File: src/rtl/mpu_pkg.sv
// mpu_pkg: opcodes, field codes, FSM states and the control word for mpu_sequencer.
// Optional retire counter in the sequencer is enabled by MPU_SEQ_RETIRE_CNT_EN.
package mpu_pkg;

    typedef enum logic [2:0] {
        OP_NOP  = 3'b000,
        OP_MOV  = 3'b001,
        OP_MOVM = 3'b010,
        OP_ADC  = 3'b011,
        OP_SBC  = 3'b100,
        OP_CLR  = 3'b101,
        OP_ILL  = 3'b110,
        OP_HALT = 3'b111
    } op_e;

    typedef enum logic [1:0] {
        DEST_R0 = 2'd0,
        DEST_R1 = 2'd1,
        DEST_R2 = 2'd2,
        DEST_A  = 2'd3
    } dest_e;

    // First memory source code; M0..M2 follow it.
    localparam logic [2:0] SRC_M0 = 3'd4;

    localparam logic [2:0] ALU_PASS_B = 3'b000;
    localparam logic [2:0] ALU_ADC    = 3'b001;
    localparam logic [2:0] ALU_SBC    = 3'b010;

    typedef enum logic [2:0] {
        S_IDLE   = 3'd0,
        S_EXEC   = 3'd1,
        S_MOVM1  = 3'd2,
        S_MOVM2  = 3'd3,
        S_HALTED = 3'd4
    } state_e;

    typedef struct packed {
        logic       clr;
        logic [3:0] ce;
        logic [2:0] w;
        logic [1:0] sel;
        logic [2:0] s;
    } ctrl_t;

    // MOVM beat n loads Rn from Mn.
    function automatic ctrl_t movm_beat(input logic [1:0] idx);
        ctrl_t c;
        c    = '0;
        c.ce = 4'b0001 << idx;
        c.w  = SRC_M0 + {1'b0, idx};
        return c;
    endfunction

endpackage

File: src/rtl/mpu_sequencer_if.sv
// mpu_sequencer_if: valid/ready instruction stream into the sequencer.
// master = program source, slave = sequencer.
interface mpu_sequencer_if;
    logic [7:0] instr_i;
    logic       instr_valid_i;
    logic       instr_ready_o;

    modport master (
        output instr_i,
        output instr_valid_i,
        input  instr_ready_o
    );

    modport slave (
        input  instr_i,
        input  instr_valid_i,
        output instr_ready_o
    );
endinterface

File: src/rtl/mpu_seq_decode.sv
// mpu_seq_decode: combinational instruction decode to first-cycle controls.
// Illegal forms decode to an all-zero control word.
module mpu_seq_decode
    import mpu_pkg::*;
(
    input  logic [7:0] instr,
    output ctrl_t      ctrl,
    output logic       illegal,
    output logic       multi_cycle,
    output logic       halt
);

    op_e        op;
    dest_e      dest;
    logic [2:0] src;
    logic       src_ext;

    assign op      = op_e'(instr[7:5]);
    assign dest    = dest_e'(instr[4:3]);
    assign src     = instr[2:0];
    // M0..M2 and Cin cannot feed the ALU B mux.
    assign src_ext = src[2];

    // Map one instruction to its control word and class flags.
    always_comb begin
        ctrl        = '0;
        illegal     = 1'b0;
        multi_cycle = 1'b0;
        halt        = 1'b0;
        unique case (1'b1)
            (op == OP_NOP): begin
            end
            (op == OP_MOV): begin
                if (dest != DEST_A) begin
                    ctrl.ce = 4'b0001 << dest;
                    ctrl.w  = src;
                end else if (src_ext) begin
                    illegal = 1'b1;
                end else begin
                    ctrl.ce  = 4'b1000;
                    ctrl.sel = src[1:0];
                    ctrl.s   = ALU_PASS_B;
                end
            end
            (op == OP_MOVM): begin
                multi_cycle = 1'b1;
                ctrl        = movm_beat(2'd0);
            end
            (op == OP_ADC), (op == OP_SBC): begin
                if (src_ext) begin
                    illegal = 1'b1;
                end else begin
                    ctrl.ce  = 4'b1000;
                    ctrl.sel = src[1:0];
                    ctrl.s   = (op == OP_ADC) ? ALU_ADC : ALU_SBC;
                end
            end
            (op == OP_CLR): begin
                ctrl.clr = 1'b1;
            end
            (op == OP_HALT): begin
                halt = 1'b1;
            end
            default: begin
                illegal = 1'b1;
            end
        endcase
    end

endmodule

File: src/rtl/mpu_sequencer.sv
// mpu_sequencer: issues one registered datapath control word per cycle.
// Define MPU_SEQ_RETIRE_CNT_EN to add the retired_o instruction counter.
module mpu_sequencer
    import mpu_pkg::*;
#(
    parameter bit HALT_ON_ERR = 1'b1
`ifdef MPU_SEQ_RETIRE_CNT_EN
    ,
    parameter int CNT_W       = 8
`endif
) (
    input  logic             clk,
    input  logic             reset,
    mpu_sequencer_if.slave   instr_if,
    input  logic             resume_i,
    output logic             clr_o,
    output logic [3:0]       ce_o,
    output logic [2:0]       w_o,
    output logic [1:0]       sel_o,
    output logic [2:0]       s_o,
    output logic             busy_o,
    output logic             halted_o,
    output logic             err_o
`ifdef MPU_SEQ_RETIRE_CNT_EN
    ,
    output logic [CNT_W-1:0] retired_o
`endif
);

    state_e state_q;
    state_e state_d;
    ctrl_t  ctrl_q;
    ctrl_t  ctrl_d;
    ctrl_t  dec_ctrl;
    logic   dec_illegal;
    logic   dec_multi;
    logic   dec_halt;
    logic   started_q;
    logic   err_q;
    logic   accept;
    logic   stop;

    mpu_seq_decode u_decode (
        .instr       (instr_if.instr_i),
        .ctrl        (dec_ctrl),
        .illegal     (dec_illegal),
        .multi_cycle (dec_multi),
        .halt        (dec_halt)
    );

    // ready stays low until the first edge after reset release
    assign instr_if.instr_ready_o = started_q &&
        (state_q == S_IDLE || state_q == S_EXEC);
    assign accept = instr_if.instr_valid_i & instr_if.instr_ready_o;
    assign stop   = dec_halt | (dec_illegal & HALT_ON_ERR);

    // State register.
    always_ff @(posedge clk or negedge reset) begin
        if (!reset) state_q <= S_IDLE;
        else        state_q <= state_d;
    end

    // Next-state: single ops run in EXEC, MOVM walks two extra beats.
    always_comb begin
        state_d = state_q;
        unique case (state_q)
            S_IDLE, S_EXEC: begin
                if (!accept)        state_d = S_IDLE;
                else if (dec_multi) state_d = S_MOVM1;
                else if (stop)      state_d = S_HALTED;
                else                state_d = S_EXEC;
            end
            S_MOVM1:  state_d = S_MOVM2;
            S_MOVM2:  state_d = S_IDLE;
            S_HALTED: if (resume_i) state_d = S_IDLE;
            default:  state_d = S_IDLE;
        endcase
    end

    // Output decode: control word to register for the next cycle.
    always_comb begin
        ctrl_d = '0;
        unique case (state_q)
            S_IDLE, S_EXEC: if (accept) ctrl_d = dec_ctrl;
            S_MOVM1:        ctrl_d = movm_beat(2'd1);
            S_MOVM2:        ctrl_d = movm_beat(2'd2);
            default:        ctrl_d = '0;
        endcase
    end

    // Output register, ready gate and sticky error flag.
    always_ff @(posedge clk or negedge reset) begin
        if (!reset) begin
            ctrl_q    <= '0;
            started_q <= 1'b0;
            err_q     <= 1'b0;
        end else begin
            ctrl_q    <= ctrl_d;
            started_q <= 1'b1;
            err_q     <= err_q | (accept & dec_illegal);
        end
    end

    assign clr_o    = ctrl_q.clr;
    assign ce_o     = ctrl_q.ce;
    assign w_o      = ctrl_q.w;
    assign sel_o    = ctrl_q.sel;
    assign s_o      = ctrl_q.s;
    assign busy_o   = (state_q != S_IDLE);
    assign halted_o = (state_q == S_HALTED);
    assign err_o    = err_q;

`ifdef MPU_SEQ_RETIRE_CNT_EN
    logic             retire;
    logic [CNT_W-1:0] cnt_q;

    // MOVM retires on its last beat; HALT and illegal never retire.
    assign retire = (accept & ~dec_multi & ~dec_halt & ~dec_illegal) |
                    (state_q == S_MOVM2);

    // Retire counter, aligned with the issued control word.
    always_ff @(posedge clk or negedge reset) begin
        if (!reset)      cnt_q <= '0;
        else if (retire) cnt_q <= cnt_q + CNT_W'(1);
    end

    assign retired_o = cnt_q;
`endif

endmodule

File: src/flat_wrapper.sv
// flat-port wrapper written by rule: the top's interface ports become plain ports
module mpu_sequencer_flat import mpu_pkg::*;
#(
    parameter bit HALT_ON_ERR = 1'b1

)
  (clk, reset, resume_i, clr_o, ce_o, w_o, sel_o, s_o, busy_o, halted_o, err_o, instr_if_instr_i, instr_if_instr_valid_i, instr_if_instr_ready_o);
  mpu_sequencer_if instr_if_i ();
  input  logic clk;
  input  logic reset;
  input  logic resume_i;
  output logic clr_o;
  output logic [3:0] ce_o;
  output logic [2:0] w_o;
  output logic [1:0] sel_o;
  output logic [2:0] s_o;
  output logic busy_o;
  output logic halted_o;
  output logic err_o;
  input wire logic [$bits(instr_if_i.instr_i)-1:0] instr_if_instr_i;
  input wire logic [$bits(instr_if_i.instr_valid_i)-1:0] instr_if_instr_valid_i;
  output wire logic [$bits(instr_if_i.instr_ready_o)-1:0] instr_if_instr_ready_o;
  assign instr_if_i.instr_i = instr_if_instr_i;
  assign instr_if_i.instr_valid_i = instr_if_instr_valid_i;
  assign instr_if_instr_ready_o = instr_if_i.instr_ready_o;
  mpu_sequencer #(.HALT_ON_ERR(HALT_ON_ERR)) u_core (.clk(clk), .reset(reset), .instr_if(instr_if_i), .resume_i(resume_i), .clr_o(clr_o), .ce_o(ce_o), .w_o(w_o), .sel_o(sel_o), .s_o(s_o), .busy_o(busy_o), .halted_o(halted_o), .err_o(err_o));
endmodule
File: config.mk
export PLATFORM = sky130hd
export DESIGN_NAME = mpu_sequencer_flat
export DESIGN_NICKNAME = d
export VERILOG_FILES = /design/src/rtl/mpu_pkg.sv /design/src/rtl/mpu_sequencer_if.sv /design/src/rtl/mpu_seq_decode.sv /design/src/rtl/mpu_sequencer.sv /design/src/flat_wrapper.sv
export SDC_FILE = /design/constraint.sdc
export NUM_CORES = 1
export LEC_CHECK = 0
export CAP_MARGIN = 0
export CORE_AREA = 2 2 49 51
export DETAILED_ROUTE_END_ITERATION = 6
export DIE_AREA = 0 0 51 53
export HOLD_SLACK_MARGIN = 0.03
export PLACE_DENSITY = 0.74
export SYNTH_ARGS = -nofsm -noshare
export SYNTH_HDL_FRONTEND = slang
export SYNTH_SLANG_ARGS = --single-unit
File: constraint.sdc
create_clock -name clk -period 1.5 [get_ports clk]
set_clock_uncertainty 0.2 [all_clocks]
set_input_delay 0.225 -clock clk [delete_from_list [all_inputs] [get_ports clk]]
set_output_delay 0.225 -clock clk [all_outputs]
set_load 0.01 [all_outputs]
==> metrics.cfg <==
[run_status]
run_status=finished, violations left
failed_checks=setup timing

[yosys]
post_syn_instances=74
synth.ff_latch_count=17
ys_async_sr_fraction=1.00
yosys-stat-cells=74

[die]
design.die.area_sq_mm=0.00270
die_w_um=51

[detailed_routing]
route.top_layer_used=met4
wl_met2_um=1080
met3WireLength_um=107
drt_drc_violations_left=0

[job]
openroad.warnings=28
maxCapViolCount=0

[clocking]
cts-hold-fix-buffers=0
clkSlewWorstSetupHoldPaths_ns=0.10
cts-resized-gates=32
ctsLongestPathBuffers=2

[cells_and_area]
finish.instance_area_sq_mm=0.00132
largest_register_ff_count=4
final_net_count=136
fillers=191

[place]
dpl-instance-area_sq_mm=0.00122
dp.cells=141

[timing]
maxSlewViolCount=0
setup-violations-final=19
final_critical_path_setup_slack_ns=-0.197
finalWorstPathRequiredPeriod_ns=1.70

[global_route]
grt_antenna_before_repair=0
globalRouteMet3Util=0.0282
grt_start_max_net_pins=18

[critical_path]
crit_path_end_kind=output pin
start_kind=flip-flop

[power]
pwr-share-comb=0.313

cell type report:
class	count	share of cell area
well taps	28	0.0265
multi-input cells	49	0.309
clock buffers	4	0.0199
flip-flops and latches	17	0.322
inverters	4	0.0114
repair buffers	49	0.312
path summary, 6_finish.rpt:
path,startpoint,to,slack (ns),cells past startpoint
max,u_core.state_q[1],busy_o,-0.20,2
max in group asynchronous,reset,u_core.clr_o,0.85,2
min,reset,u_core.ce_o[1],0.05,2
min reg2reg,u_core.err_o,u_core.err_o,0.26,1
max reg2reg,u_core.state_q[1],u_core.ce_o[0],-0.19,5
min in group clk,u_core.err_o,u_core.err_o,0.26,1
cell families after synthesis:
logic type	Yosys count	synth area share
AOI/OAI and AO/OA	17	0.173
buffers and inverters	8	0.0480
DFF	17	0.526
other	2	0.00929
and+or+nand+nor	30	0.243
clock_nets.png
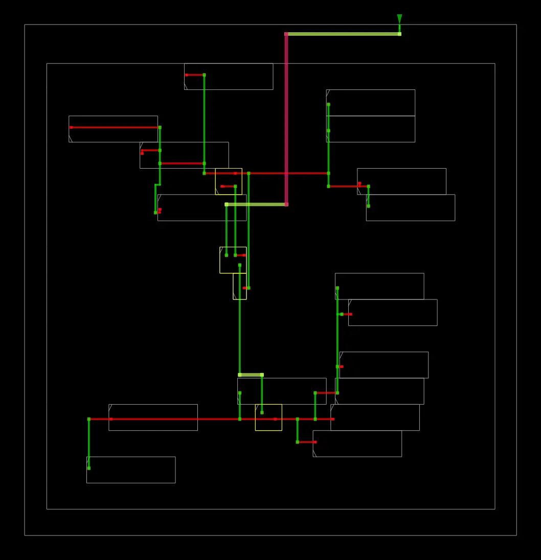
Sink Count: 17
Clock Buffer Count: 4
number of buffers created by CTS: 3
clock-net power: 0.240 mW
clock insertion delay at the later pin of the skew report: 0.29 ns

route_heat.png
Scale bar: 20 um. 10 x 11 tiles, from dark blue (low) to red (high), scaled to the fullest tile. Values are wire area over tile area, all layers added.
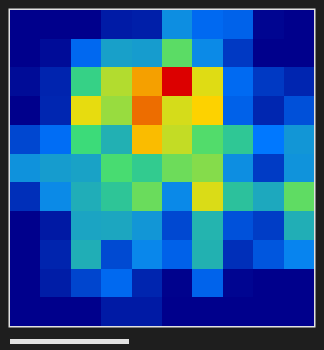
The mean over all tiles is 0.12. 22% of the tiles are nearly empty. The emptiest ninth of the die: bottom left. 17% of the tiles are over half the peak. The fullest tile reaches 0.48.
combined global-route utilization of all metal layers: 0.157
total wire length after detailed routing: 2120 um
via count of the routed design: 755
Avg WL per Cell: 14.0 um

Power and IR drop assume default switching activity.
